### config.mk
export PLATFORM = sky130hd
export DESIGN_NAME = ara_vcfg_unit
export DESIGN_NICKNAME = d
export VERILOG_FILES = /design/src/rtl/ara_vcfg_unit.sv
export SDC_FILE = /design/constraint.sdc
export NUM_CORES = 1
export LEC_CHECK = 0
export CORE_ASPECT_RATIO = 1.75
export CORE_UTILIZATION = 45
export DETAILED_ROUTE_END_ITERATION = 12
export PLACE_DENSITY_LB_ADDON = 0.2
export SYNTH_ARGS = -nofsm -noshare
export SYNTH_HDL_FRONTEND = slang
export SYNTH_SLANG_ARGS = --single-unit
### constraint.sdc
create_clock -name clk_i -period 9.7 [get_ports clk_i]
set_input_delay 2.425 -clock clk_i [delete_from_list [all_inputs] [get_ports clk_i]]
set_output_delay 2.425 -clock clk_i [all_outputs]
set_load 0.01 [all_outputs]
### src/rtl/ara_vcfg_unit.sv
// Vector configuration unit: executes vsetvli/vsetivli/vsetvl, owns the
// architectural vl/vtype state and derives VLMAX from VLEN and the new vtype.
module ara_vcfg_unit #(
  parameter int unsigned VLEN = 4096,
  parameter int unsigned ELEN = 64,
  parameter int unsigned XLEN = 64
) (
  input  logic            clk_i,
  input  logic            rst_ni,
  input  logic            req_valid_i,
  output logic            req_ready_o,
  input  logic [31:0]     req_instr_i,
  input  logic [XLEN-1:0] req_rs1_i,
  input  logic [XLEN-1:0] req_rs2_i,
  output logic            resp_valid_o,
  input  logic            resp_ready_i,
  output logic [XLEN-1:0] resp_vl_o,
  output logic            resp_illegal_o,
  output logic [XLEN-1:0] csr_vl_o,
  output logic [8:0]      csr_vtype_o,
  output logic            vstart_clr_o
);

  localparam logic [6:0]      OpcodeV   = 7'b1010111;
  localparam logic [2:0]      Funct3Cfg = 3'b111;
  localparam logic [XLEN-1:0] VlenX     = XLEN'(VLEN);
  localparam logic [31:0]     ElenW     = 32'(ELEN);

  typedef enum logic [1:0] {IDLE, CALC, RESP} state_e;

  state_e          state_q;
  logic [31:0]     instr_q;
  logic [XLEN-1:0] rs1_q, rs2_q;
  logic            req_ready_q, resp_valid_q, resp_illegal_q, vstart_clr_q;
  logic [XLEN-1:0] resp_vl_q, csr_vl_q;
  logic [8:0]      csr_vtype_q;

  logic            is_vset, is_vsetivli, keep_vl, use_vlmax, vill;
  logic [4:0]      rs1_idx, rd_idx;
  logic [XLEN-1:0] vtype_raw, avl, base, vlmax;
  logic [2:0]      vsew, vlmul;
  logic [31:0]     sew_bits, elen_frac;
  logic [XLEN-1:0] vl_d;
  logic [8:0]      vtype_d;
  logic            illegal_d;

  always_comb begin
    rs1_idx     = instr_q[19:15];
    rd_idx      = instr_q[11:7];
    is_vset     = 1'b0;
    is_vsetivli = 1'b0;
    vtype_raw   = '0;
    if (instr_q[6:0] == OpcodeV && instr_q[14:12] == Funct3Cfg) begin
      if (!instr_q[31]) begin
        is_vset   = 1'b1;
        vtype_raw = XLEN'(instr_q[30:20]);
      end else if (instr_q[31:30] == 2'b11) begin
        is_vset     = 1'b1;
        is_vsetivli = 1'b1;
        vtype_raw   = XLEN'(instr_q[29:20]);
      end else if (instr_q[31:25] == 7'b1000000) begin
        is_vset   = 1'b1;
        vtype_raw = rs2_q;
      end
    end

    vsew  = vtype_raw[5:3];
    vlmul = vtype_raw[2:0];
    base  = VlenX >> ({1'b0, vsew} + 4'd3);
    if (!vlmul[2]) vlmax = base << vlmul[1:0];
    else           vlmax = base >> (4'd8 - {1'b0, vlmul});

    // Fractional LMUL: the element must fit in ELEN*LMUL bits
    sew_bits  = 32'd8 << vsew;
    elen_frac = ElenW >> (4'd8 - {1'b0, vlmul});

    keep_vl   = !is_vsetivli && rs1_idx == 5'd0 && rd_idx == 5'd0;
    use_vlmax = !is_vsetivli && rs1_idx == 5'd0 && rd_idx != 5'd0;
    avl       = is_vsetivli ? XLEN'(rs1_idx) : rs1_q;

    vill = (vlmul == 3'b100)
        || (sew_bits > ElenW)
        || (|vtype_raw[XLEN-1:8])
        || (vlmul[2] && sew_bits > elen_frac)
        || (keep_vl && csr_vl_q > vlmax);

    illegal_d = !is_vset;
    vl_d      = '0;
    vtype_d   = csr_vtype_q;
    if (is_vset) begin
      if (vill) begin
        vtype_d = {1'b1, 8'b0};
      end else begin
        vtype_d = {1'b0, vtype_raw[7:0]};
        if (keep_vl)        vl_d = csr_vl_q;
        else if (use_vlmax) vl_d = vlmax;
        else                vl_d = (avl < vlmax) ? avl : vlmax;
      end
    end
  end

  always_ff @(posedge clk_i or negedge rst_ni) begin
    if (!rst_ni) begin
      state_q        <= IDLE;
      instr_q        <= '0;
      rs1_q          <= '0;
      rs2_q          <= '0;
      req_ready_q    <= 1'b1;
      resp_valid_q   <= 1'b0;
      resp_illegal_q <= 1'b0;
      resp_vl_q      <= '0;
      vstart_clr_q   <= 1'b0;
      csr_vl_q       <= '0;
      csr_vtype_q    <= {1'b1, 8'b0};
    end else begin
      vstart_clr_q <= 1'b0;
      case (state_q)
        IDLE: begin
          if (req_valid_i) begin
            instr_q     <= req_instr_i;
            rs1_q       <= req_rs1_i;
            rs2_q       <= req_rs2_i;
            req_ready_q <= 1'b0;
            state_q     <= CALC;
          end
        end
        CALC: begin
          resp_vl_q      <= vl_d;
          resp_illegal_q <= illegal_d;
          resp_valid_q   <= 1'b1;
          if (!illegal_d) begin
            csr_vl_q     <= vl_d;
            csr_vtype_q  <= vtype_d;
            vstart_clr_q <= 1'b1;
          end
          state_q <= RESP;
        end
        RESP: begin
          if (resp_ready_i) begin
            resp_valid_q <= 1'b0;
            req_ready_q  <= 1'b1;
            state_q      <= IDLE;
          end
        end
        default: state_q <= IDLE;
      endcase
    end
  end

  assign req_ready_o    = req_ready_q;
  assign resp_valid_o   = resp_valid_q;
  assign resp_vl_o      = resp_vl_q;
  assign resp_illegal_o = resp_illegal_q;
  assign csr_vl_o       = csr_vl_q;
  assign csr_vtype_o    = csr_vtype_q;
  assign vstart_clr_o   = vstart_clr_q;

endmodule

Fig. 1: run 1, gate families picked out
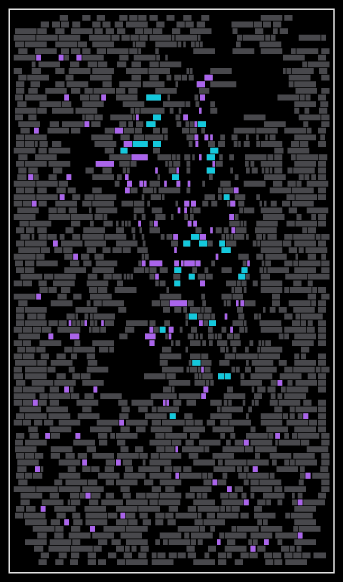
color	family	cells	most used
cyan	non-inverting ao/oa cells	29	o21a_1
purple	nor cells	118	nor4_1
most common cell after layout, fill and taps aside: sky130_fd_sc_hd__clkdlybuf4s50_1
combinational share of cell area: 31.15%
number of non-filler instances in the completed layout: 1783

Fig. 2: run 1, pin map
Scale bar: 50 um. Pins as bars across the die edge, other pins in gray.
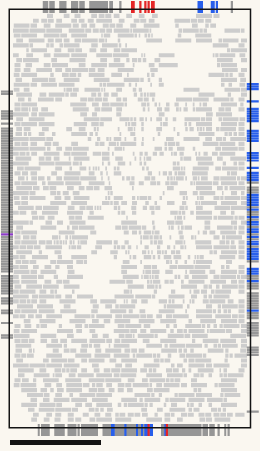
color	port	pins	direction	edge
purple	req_valid_i	1	input	left
red	csr_vtype_o	9	output	7 top, 2 bottom
blue	resp_vl_o	64	output	48 right, 10 bottom, 6 top
all pins by edge	91 bottom, 87 right, 82 left, 45 top
Die Ht: 230.3 um
die x size: 132.5 um
count of buffers from port buffering: 304

Fig. 3: run 1, a small window of the routed layout
Scale bar: 5 um. Window x 56 to 76, y 151 to 171 um. Cells in gray, sequential cells in the stronger gray; small squares are vias.
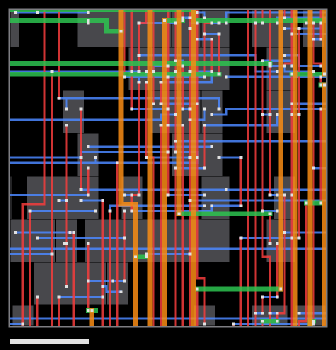
color	layer
orange	metal 4
blue	metal 1
red	metal 2
green	metal 3
sequential cells in the window	0
cells with their middle in the window	25
most frequent	nor2_1 (4)

==> flow_results.org, run 1 <==
* Flow results

** STA
- Clock tree skew after final layout :: 0.01727 ns
- Tmin final :: approximately 6.6 ns
- Setup repair after global routing left no endpoint under its margin.
- Post-layout period usage of the worst path :: approximately two thirds

** Synthesis
- #FFs+latches synth :: 303
- Distinct cells, synth :: roughly 87
- In the synthesized netlist, mux cells make up between 10% and 20% of the area.
- Number of enable flip-flop cells :: 0
- Post-synth net total :: ~1.3k
- For reference, full adder, half adder and majority cells occupy 3.341% of the area reported after synthesis.

** Outcome
- Outcome :: finished, final reports clean

** Power
- Worst IR Drop VDD :: between 200 and 250 uV
- The power report puts the net switching power at between 1 and 1.5 mW.
- Power spread over the standard cell area amounts to 234.3 mW/mm^2.
- Combinational Power Share :: approximately 29%
- Fraction of power spent switching nets :: 32.01%
- Sequential cell power :: approximately 1.9 mW

** Final layout
- Final nets :: 1580
- Post-route cell area :: 0.01765 mm^2

** GRT
- Global-route wire length before repair :: 57.84 mm
- Total overflow reported by the global router :: 0
- Largest net degree at the start of global routing :: 132
- The global routing report lists met2 layer usage as roughly 46%.
- In the global route stage, met3 resource usage came out at 4.414%.
- Global route summary, busiest routing layer listed as met2.
- Number of global-route vias before repair :: around 10k

** Floorplan
- The core region is slightly below 0.03 mm^2.
- Die area :: between 0.03 and 0.04 mm^2

** Placement
- Standard cell area after detailed placement :: roughly 0.017 mm^2

** Critical path
- Tracing the worst setup path back leads to its startpoint at instr_q[25].
- Crit path max-delay family :: simple AND/OR/NAND/NOR gates
- Per STA, the endpoint of the critical path is csr_vl_o[9].
- In this run the register-to-register setup slack is a little over 3 ns.

** Route
- For this block, wires on met1 add up to ~13 mm.
- The detailed router placed between 9k and 10k vias in this run.

** Clocking
- Clock tree from TritonCTS :: yes
- Sink Count :: ~300
- The report lists the number of cells resized after CTS as 0.

** Worst hold path
- The launch point of the worst min-delay path is recorded as resp_vl_o[39].
run 1: flip-flops by register name, indices dropped and copies added, names as in the netlist:
name            cells
csr_vl_o           64
req_ready_o         1
instr_q            32
csr_vtype_o         9
resp_vl_o          64
resp_valid_o        1
vstart_clr_o        1
rs2_q              64
rs1_q              64
resp_illegal_o      1
state_q             2
run 1: layout make-up:
type,count,area [um^2]
flip-flops and latches,303,7585
clock inverters,9,113.9
clock buffers,40,775.7
well taps,382,478.0
diodes,1,2.502
repair buffers,313,3128
inverters,18,67.56
multi-input cells,717,5497
fillers,2470,11640
## Run 2: what changed since run 1
==> constraint.sdc (replaced) <==
create_clock -name clk_i -period 6.55 [get_ports clk_i]
set_input_delay 1.6375 -clock clk_i [delete_from_list [all_inputs] [get_ports clk_i]]
set_output_delay 1.6375 -clock clk_i [all_outputs]
set_load 0.01 [all_outputs]
==> run 2 against run 1 <==
Cell count rose by 0.28%. Via count rose by 0.47%. First-iteration DRC count fell by 0.48%. Area after synthesis did not move. Total power rose by 52%. Global-route usage fell by 0.14 points. Clock skew fell by 0.0087 ns. Non-clock buffer count rose by 2. Critical path depth did not move. Critical endpoint unchanged. Largest cell class unchanged.
==> flow_results.org, run 2 <==
* Flow results

** GRT
- Total overflow reported by the global router :: 0 (unchanged)
- The global-route wire length before repair is 57.53 mm (-0.54%).

** Critical path
- The setup slack of the worst register-to-register path is 0.63 ns (-2.43 ns).
- The script reports the combined buffer and inverter count of the critical path as 3.
- CP endpoint :: csr_vl_o[9]
- Cells on worst reg2reg path :: 20
- For reference, the critical path is launched at instr_q[5].
- Crit path max-delay family :: simple AND/OR/NAND/NOR gates

** Floorplan
- Die area :: 0.03052 mm^2 (unchanged)
- Core area :: 0.02929 mm^2 (unchanged)
- Die x size :: 132.5 um (unchanged)
- The vertical die dimension came to 230.3 um (unchanged).

** Power
- The flip-flop and latch power came to 2.74 mW (+48%).
- Psw :: 1.998 mW (+51%)
- The power report attributes to the sequential group a share of between 40% and 50%.
- The largest vdd supply drop came to 291.8 uV (+42%).
- The relative contribution of combinational cells to total power was 28.6% (-0.5 points).
- Fraction of power spent switching nets :: 31.86% (-0.15 points)
- Power per cell area :: 353.0 mW/mm^2 (+51%)

** Final layout
- The total non-filler cell area in the finished layout is 0.01776 mm^2 (+0.65%).
- Most common cell after layout, fill and taps aside :: sky130_fd_sc_hd__clkdlybuf4s50_1

** STA
- Clock tree skew after final layout :: 0.008555 ns (-0.008713 ns)
- Tmin final :: 5.923 ns (-0.7162 ns)
- The post-route fraction of the period consumed by the critical path is 90.42% (+22 points).

** Worst hold path
- Per the hold report, the tightest min-delay path originates at resp_vl_o[32].

** Synthesis
- The synthesized-area fraction occupied by adder cells came to 3.341% (unchanged).
- The synthesis-stage register bit count came to 303 (unchanged).
- The multiplexer fraction of the synthesized cell area was 13.42% (unchanged).
- The number of nets produced by synthesis was 1294 (unchanged).
- Number of enable flip-flop cells :: 0 (unchanged)
- Distinct cells, synth :: 87 (unchanged)

** Clocking
- Sink Count :: 303 (unchanged)
- The quantity of gates resized following cts was 0 (unchanged).
- Clock tree from TritonCTS :: yes

** Placement
- Standard cell area after detailed placement :: 0.01677 mm^2 (about the same)
- Count of buffers from port buffering :: 304 (unchanged)

** Route
- Via count :: 9861 (+0.47%)

** Outcome
- The run finished with clean final reports.
-- run 2: netlist changes by cell type in the layout (fill, tap and decap cells not counted), sizes merged --
cell | before | now
clkinvlp | 0 | 2
clkbuf | 40 | 33
bufinv | 2 | 5
buf | 10 | 12
clkinv | 8 | 11
inv | 17 | 19
-- run 2: per-layer routing --
metal	wire length [um]	up-vias	GRT usage, %	part of all wire (%)
met5	0	-	0	0
met4	1465	0	10.52	4.0
met3	2086	86	4.677	5.8
met2	19880	339	46.74	55
met1	12820	4877	25.09	35
li1	-	4559	-	-
-- run 2: area by class of cell --
type,instances,area [um^2]
Antenna cell,1,2.502
Clock buffer,33,739.5
Clock inverter,19,250.2
Fill cell,2510,11520
Inverter,18,67.56
Multi-Input combinational cell,717,5497
Sequential cell,303,7585
Tap cell,382,478.0
Timing Repair Buffer,315,3143
Fig. 4: run 2, a small window of the routed layout
Scale bar: 5 um. Window x 56 to 76, y 151 to 171 um. Cells in gray, sequential cells in the stronger gray; small squares are vias.
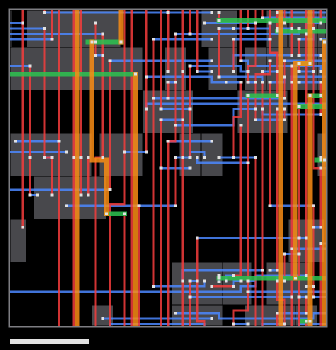
color	layer
blue	metal 1
green	metal 3
red	metal 2
orange	metal 4
most frequent	nor2_1 (3), nand2_1 (2)
sequential cells in the window	0
cells with their middle in the window	20

Power and IR drop assume default switching activity.
